==> src/rtl/pipe_hazard_scoreboard_pkg.sv <==
// Shared constants for the forwarding/hazard scoreboard: forwarding-select encoding,
// result latencies and named stage indices, plus the latency clamp used at issue.
package pipe_hazard_scoreboard_pkg;

  localparam int FWD_REGFILE = 0;

  localparam int LAT_ALU  = 1;
  localparam int LAT_LOAD = 2;

  localparam int STG_EXE = 0;
  localparam int STG_MEM = 1;
  localparam int STG_WB  = 2;

  // A latency of 0 means "ALU"; nothing can take longer than reaching WB.
  function automatic int clamp_lat(input int lat, input int depth);
    if (lat < LAT_ALU) return LAT_ALU;
    if (lat > depth)   return depth;
    return lat;
  endfunction

endpackage

==> src/rtl/hazard_port_lookup.sv <==
// Priority search of the in-flight write slots for one ID-stage read port.
// Returns the forwarding select and whether the operand is ready this cycle.
module hazard_port_lookup
  import pipe_hazard_scoreboard_pkg::*;
#(
  parameter int DEPTH = 3,
  parameter int AW    = 5,
  parameter int SW    = 2
) (
  input  logic                rd_en,
  input  logic [AW-1:0]       rd_addr,
  input  logic [DEPTH-1:0]    slot_v,
  input  logic [DEPTH-1:0]    slot_wen,
  input  logic [DEPTH-1:0]    slot_busy,
  input  logic [DEPTH*AW-1:0] slot_waddr,
  output logic                ready,
  output logic [SW-1:0]       sel
);

  // NOTE: combinational blocks use blocking '=' with defaults assigned first, so
  // every path drives every output and no latch is inferred.
  always_comb begin
    ready = 1'b1;
    sel   = SW'(FWD_REGFILE);
    // Scan oldest to youngest so the youngest match is the one left standing.
    for (int i = DEPTH - 1; i >= 0; i--) begin
      if (rd_en && (rd_addr != '0) && slot_v[i] && slot_wen[i] &&
          (slot_waddr[i*AW +: AW] == rd_addr)) begin
        sel   = SW'(i + 1);
        ready = !slot_busy[i];
      end
    end
  end

endmodule

==> src/rtl/pipe_hazard_scoreboard.sv <==
// Forwarding and hazard unit: tracks in-flight register writes through the post-ID
// stages and produces per-port forwarding selects plus a single stall request.
module pipe_hazard_scoreboard
  import pipe_hazard_scoreboard_pkg::*;
#(
  parameter int NRD   = 2,
  parameter int DEPTH = 3,
  parameter int AW    = 5,
  parameter int LATW  = 2,
  localparam int SW   = $clog2(DEPTH + 1)
) (
  input  logic              clk,
  input  logic              cpu_rst_n,
  input  logic              hold,
  input  logic              flush,
  input  logic              issue_valid,
  input  logic              issue_wen,
  input  logic [AW-1:0]     issue_waddr,
  input  logic [LATW-1:0]   issue_lat,
  input  logic [NRD-1:0]    rd_en,
  input  logic [NRD*AW-1:0] rd_addr,
  output logic [NRD*SW-1:0] fwd_sel,
  output logic              stall,
  output logic              issue_fire,
  output logic [31:0]       stall_cnt
);

  logic [DEPTH-1:0]  v_q, v_d, wen_q, wen_d;
  logic [AW-1:0]     waddr_q [DEPTH];
  logic [AW-1:0]     waddr_d [DEPTH];
  logic [LATW-1:0]   rem_q   [DEPTH];
  logic [LATW-1:0]   rem_d   [DEPTH];
  logic [31:0]       stall_cnt_q, stall_cnt_d;

  logic [DEPTH-1:0]    slot_busy;
  logic [DEPTH*AW-1:0] slot_waddr;
  logic [NRD-1:0]      port_ready;

  always_comb begin
    for (int i = 0; i < DEPTH; i++) begin
      slot_busy[i]              = (rem_q[i] != '0);
      slot_waddr[i*AW +: AW]    = waddr_q[i];
    end
  end

  for (genvar p = 0; p < NRD; p++) begin : g_port
    hazard_port_lookup #(
      .DEPTH (DEPTH),
      .AW    (AW),
      .SW    (SW)
    ) u_lookup (
      .rd_en      (rd_en[p]),
      .rd_addr    (rd_addr[p*AW +: AW]),
      .slot_v     (v_q),
      .slot_wen   (wen_q),
      .slot_busy  (slot_busy),
      .slot_waddr (slot_waddr),
      .ready      (port_ready[p]),
      .sel        (fwd_sel[p*SW +: SW])
    );
  end

  // Flush squashes the ID instruction, so it cannot be waiting on anything.
  assign stall      = issue_valid && !flush && !(&port_ready);
  assign issue_fire = issue_valid && !stall && !flush && !hold;
  assign stall_cnt  = stall_cnt_q;

  always_comb begin
    v_d         = v_q;
    wen_d       = wen_q;
    waddr_d     = waddr_q;
    rem_d       = rem_q;
    stall_cnt_d = stall_cnt_q;
    if (!hold) begin
      for (int i = DEPTH - 1; i > 0; i--) begin
        v_d[i]     = v_q[i-1];
        wen_d[i]   = wen_q[i-1];
        waddr_d[i] = waddr_q[i-1];
        rem_d[i]   = (rem_q[i-1] != '0) ? rem_q[i-1] - 1'b1 : '0;
      end
      v_d[STG_EXE]     = issue_fire;
      wen_d[STG_EXE]   = issue_fire && issue_wen;
      waddr_d[STG_EXE] = issue_fire ? issue_waddr : '0;
      rem_d[STG_EXE]   = issue_fire ?
                         LATW'(clamp_lat(int'(issue_lat), DEPTH) - 1) : '0;
      if (stall && !(&stall_cnt_q)) stall_cnt_d = stall_cnt_q + 32'd1;
    end
  end

  // NOTE: the slot array is a handful of flops rather than a RAM, so every field
  // is cleared by the asynchronous reset instead of relying on v alone.
  always_ff @(posedge clk or negedge cpu_rst_n) begin
    if (!cpu_rst_n) begin
      v_q         <= '0;
      wen_q       <= '0;
      stall_cnt_q <= '0;
      for (int i = 0; i < DEPTH; i++) begin
        waddr_q[i] <= '0;
        rem_q[i]   <= '0;
      end
    end else begin
      v_q         <= v_d;
      wen_q       <= wen_d;
      waddr_q     <= waddr_d;
      rem_q       <= rem_d;
      stall_cnt_q <= stall_cnt_d;
    end
  end

endmodule

==> config.mk <==
export PLATFORM = sky130hd
export DESIGN_NAME = pipe_hazard_scoreboard
export DESIGN_NICKNAME = d
export VERILOG_FILES = /design/src/rtl/pipe_hazard_scoreboard_pkg.sv /design/src/rtl/hazard_port_lookup.sv /design/src/rtl/pipe_hazard_scoreboard.sv
export SDC_FILE = /design/constraint.sdc
export NUM_CORES = 1
export LEC_CHECK = 0
export CORE_UTILIZATION = 55
export DETAILED_ROUTE_END_ITERATION = 8
export PLACE_DENSITY = 0.87
export SLEW_MARGIN = 20
export SYNTH_ARGS = -nofsm -noshare
export SYNTH_HDL_FRONTEND = slang
export SYNTH_SLANG_ARGS = --single-unit
export TNS_END_PERCENT = 5
==> constraint.sdc <==
create_clock -name clk -period 5.17 [get_ports clk]
set_input_delay 0.517 -clock clk [delete_from_list [all_inputs] [get_ports clk]]
set_output_delay 0.517 -clock clk [all_outputs]
set_load 0.005 [all_outputs]
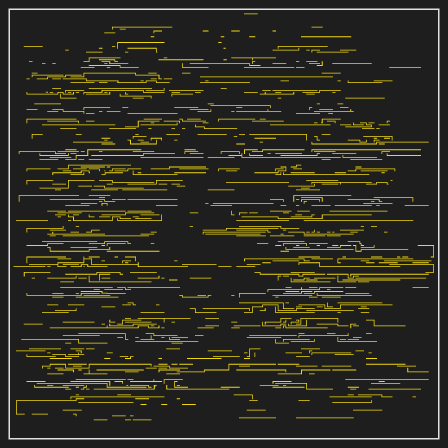
**Above:** run 1 (signal wires on met1).
main direction: horizontal
longest straight run: 23.5 um

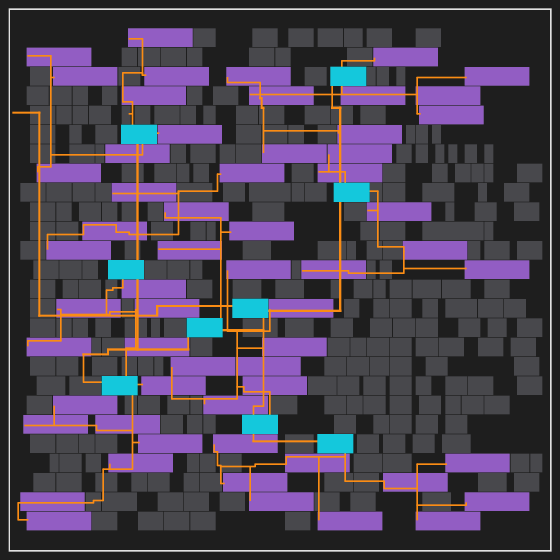
**Above:** run 1 (clock network drawn from the DEF).
[clock drivers] cyan | count: 9
[flip-flops] purple | count: 59
[clock wires] orange | length: 713 um
flops lie: all over the die

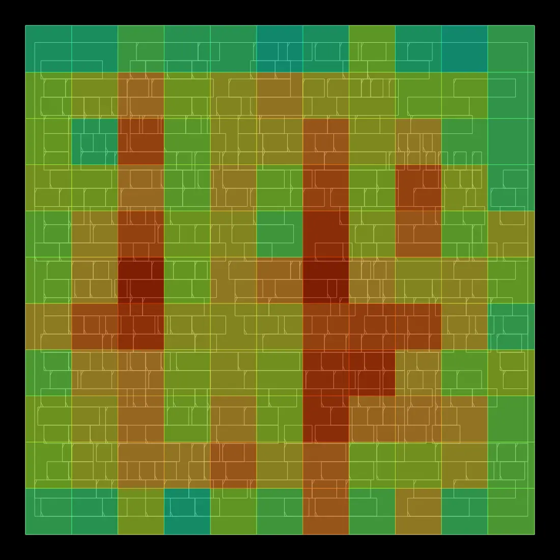
**Above:** run 1 (track usage over the die).
GRT Util Overall: 24.3%
met2 Track Usage GR: 39.2%

==> qor.csv, run 1 <==
stage;metric;value;unit
sta;f_max;241;MHz
cts;CTS Root Cell;clkbuf_8;
status;status;finished clean;
sta;Slew Viols, Final;0;
global_routing;GRT overflow;0;
yosys;Post-Syn Area;0.00301;mm2
placed_design;placed insts;387;
yosys;YS warnings;0;
critical_path;slowest stage delay, CP;0.59;ns
floorplanning;tap cell count;70;
pwr;Clk power;0.377;mW
floorplanning;chip width;76.0;um
placed_design;Port Buf Inserts;62;
critical_path;CP top delay family;simple AND/OR/NAND/NOR gates;
worst_hold_path;worst hold path class;in2async;
layout;nets;354;
cts;cts hold-fix bufs;0;
critical_path;most used cell, CP;clkdlybuf4s50_1;
critical_path;CP endpoint kind;primary output;
critical_path;Slowest cell on crit path;nor4_1;
placed_design;Routability Congestion;0.815;
layout;most frequent logic cell in the layout;clkdlybuf4s50_1;
layout;Comb/total area;38.1;%
sta;Setup TNS;0;ns
cts;Num CTS Buffers;9;
yosys;count leader, synth;dfrtp_1;
sta;setup ws final;1.02;ns
yosys;synthesized area per cell;11.5;um2
floorplanning;num rows;26;
layout;number of clock-tree buffers in the layout;13;
layout;dominant class by area;flip-flops and latches;
==> run 1: metal layers <==
metal,share of wire (%),global-route usage [%],up-vias
met5,0,0,-
met4,1.4,10.0,0
met3,5.3,5.39,10
met2,48,39.2,62
met1,45,32.1,1143
li1,-,-,1068
==> run 1: sequential cells by signal (all words and copies together) (netlist names) <==
name	cells
stall_cnt	32
wen_q	3
slot_waddr	15
v_q	3
rem_q	6
==> run 1: metrics by stage <==
stage,hold slack (ns),cell area (um2)
floorplan,0.221,3010
global placement,0.469,3680
detailed placement,0.480,3680
CTS,0.364,3860
global route,0.393,3860
finish,0.309,3860
--- run 2 (diff from run 1) ---
Settings changed: CORE_UTILIZATION 55 to 51, PLACE_DENSITY 0.87 to 0.82.
Clock period 5.17 ns to 4.35 ns, I/O delays scaled along.
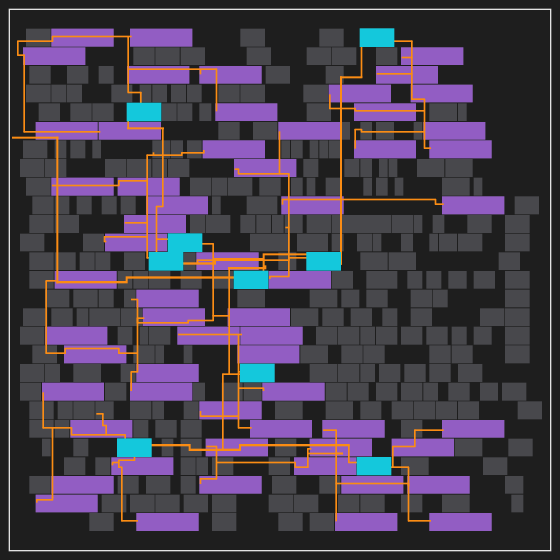
**Above:** run 2 (clock network drawn from the DEF).
[clock drivers] cyan | count: 9
[flip-flops] purple | count: 59
[clock wires] orange | length: 748 um
routed clock nets: 10

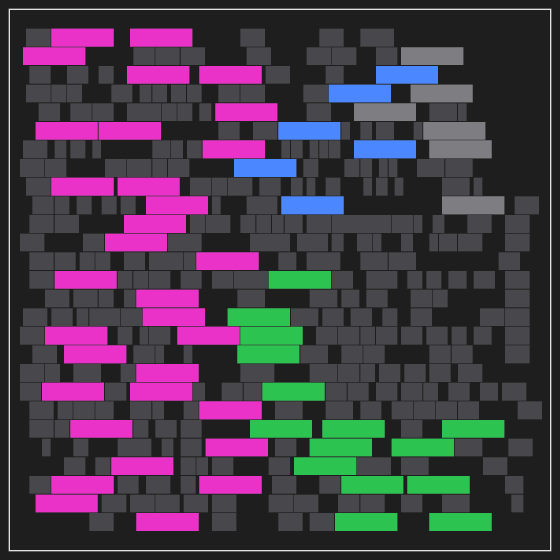
**Above:** run 2 (register map, names as in the netlist).
Other sequential cells in the stronger grey, the rest of the logic in the fainter grey.
| netlist name | colour | flops |
|---|---|---|
| stall_cnt | magenta | 32 |
| rem_q | blue | 6 |
| slot_waddr | green | 15 |
not coloured: 6

==> qor.csv, run 2 <==
stage;metric;value;unit;change
critical_path;CP endpoint kind;primary output;;unchanged
global_routing;GRT Util Overall;23.7;%;was 24.3%
route;Met1 Wirelength;3050;um;was 2990 um
global_routing;met3 Resource Use GR;6.21;%;was 5.39%
cts;cts hold-fix bufs;0;;unchanged
layout;Largest register FFs;32;;unchanged
yosys;Post-Syn Area;0.00301;mm2;unchanged
layout;final instance area;0.00386;mm2;unchanged
placed_design;Routability Congestion;0.813;;was 0.815
floorplanning;num rows;27;;was 26
cts;CTS Root Cell;clkbuf_8;;unchanged
cts;Num CTS Buffers;9;;unchanged
placed_design;placed insts;390;;was 387
route;max layer used;met4;;unchanged
route;routed wl met3;351;um;unchanged
global_routing;grt peak-use layer;met2;;unchanged
route;WL met2;3100;um;was 3180 um
sta;Slew Viols, Final;0;;unchanged
floorplanning;chip width;78.8;um;was 76.0 um
status;status;finished clean;;unchanged
worst_hold_path;worst hold path class;in2async;;unchanged
yosys;YS warnings;0;;unchanged
global_routing;GRT overflow;0;;unchanged
yosys;synthesized area per cell;11.5;um2;unchanged
==> run 2: kinds of logic (layout without fill, tap and decap cells) <==
logic type | count (synthesis) | in the layout | share of synthesized area [%]
AND-OR/OR-AND | 26 | 26 | 6.98
multiplexers | 15 | 15 | 5.61
AND/OR/NAND/NOR | 87 | 87 | 18.1
XOR/XNOR | 61 | 61 | 17.7
flip-flops | 59 | 59 | 49.0
adder cells (fa/ha/maj) | 1 | 1 | 0.416
buffers and inverters | 12 | 85 | 2.12
==> run 2: critical path: stages <==
cell and delay, ns:
clkdlybuf4s50_1 0.58, xnor2_1 0.15, nand4_1 0.12, nor4_1 0.65, and2b_1 0.26, a21oi_1 0.39, and3b_1 0.29, clkdlybuf4s50_1 0.52
No activity file was given, so power comes from the tool's default toggle rates.
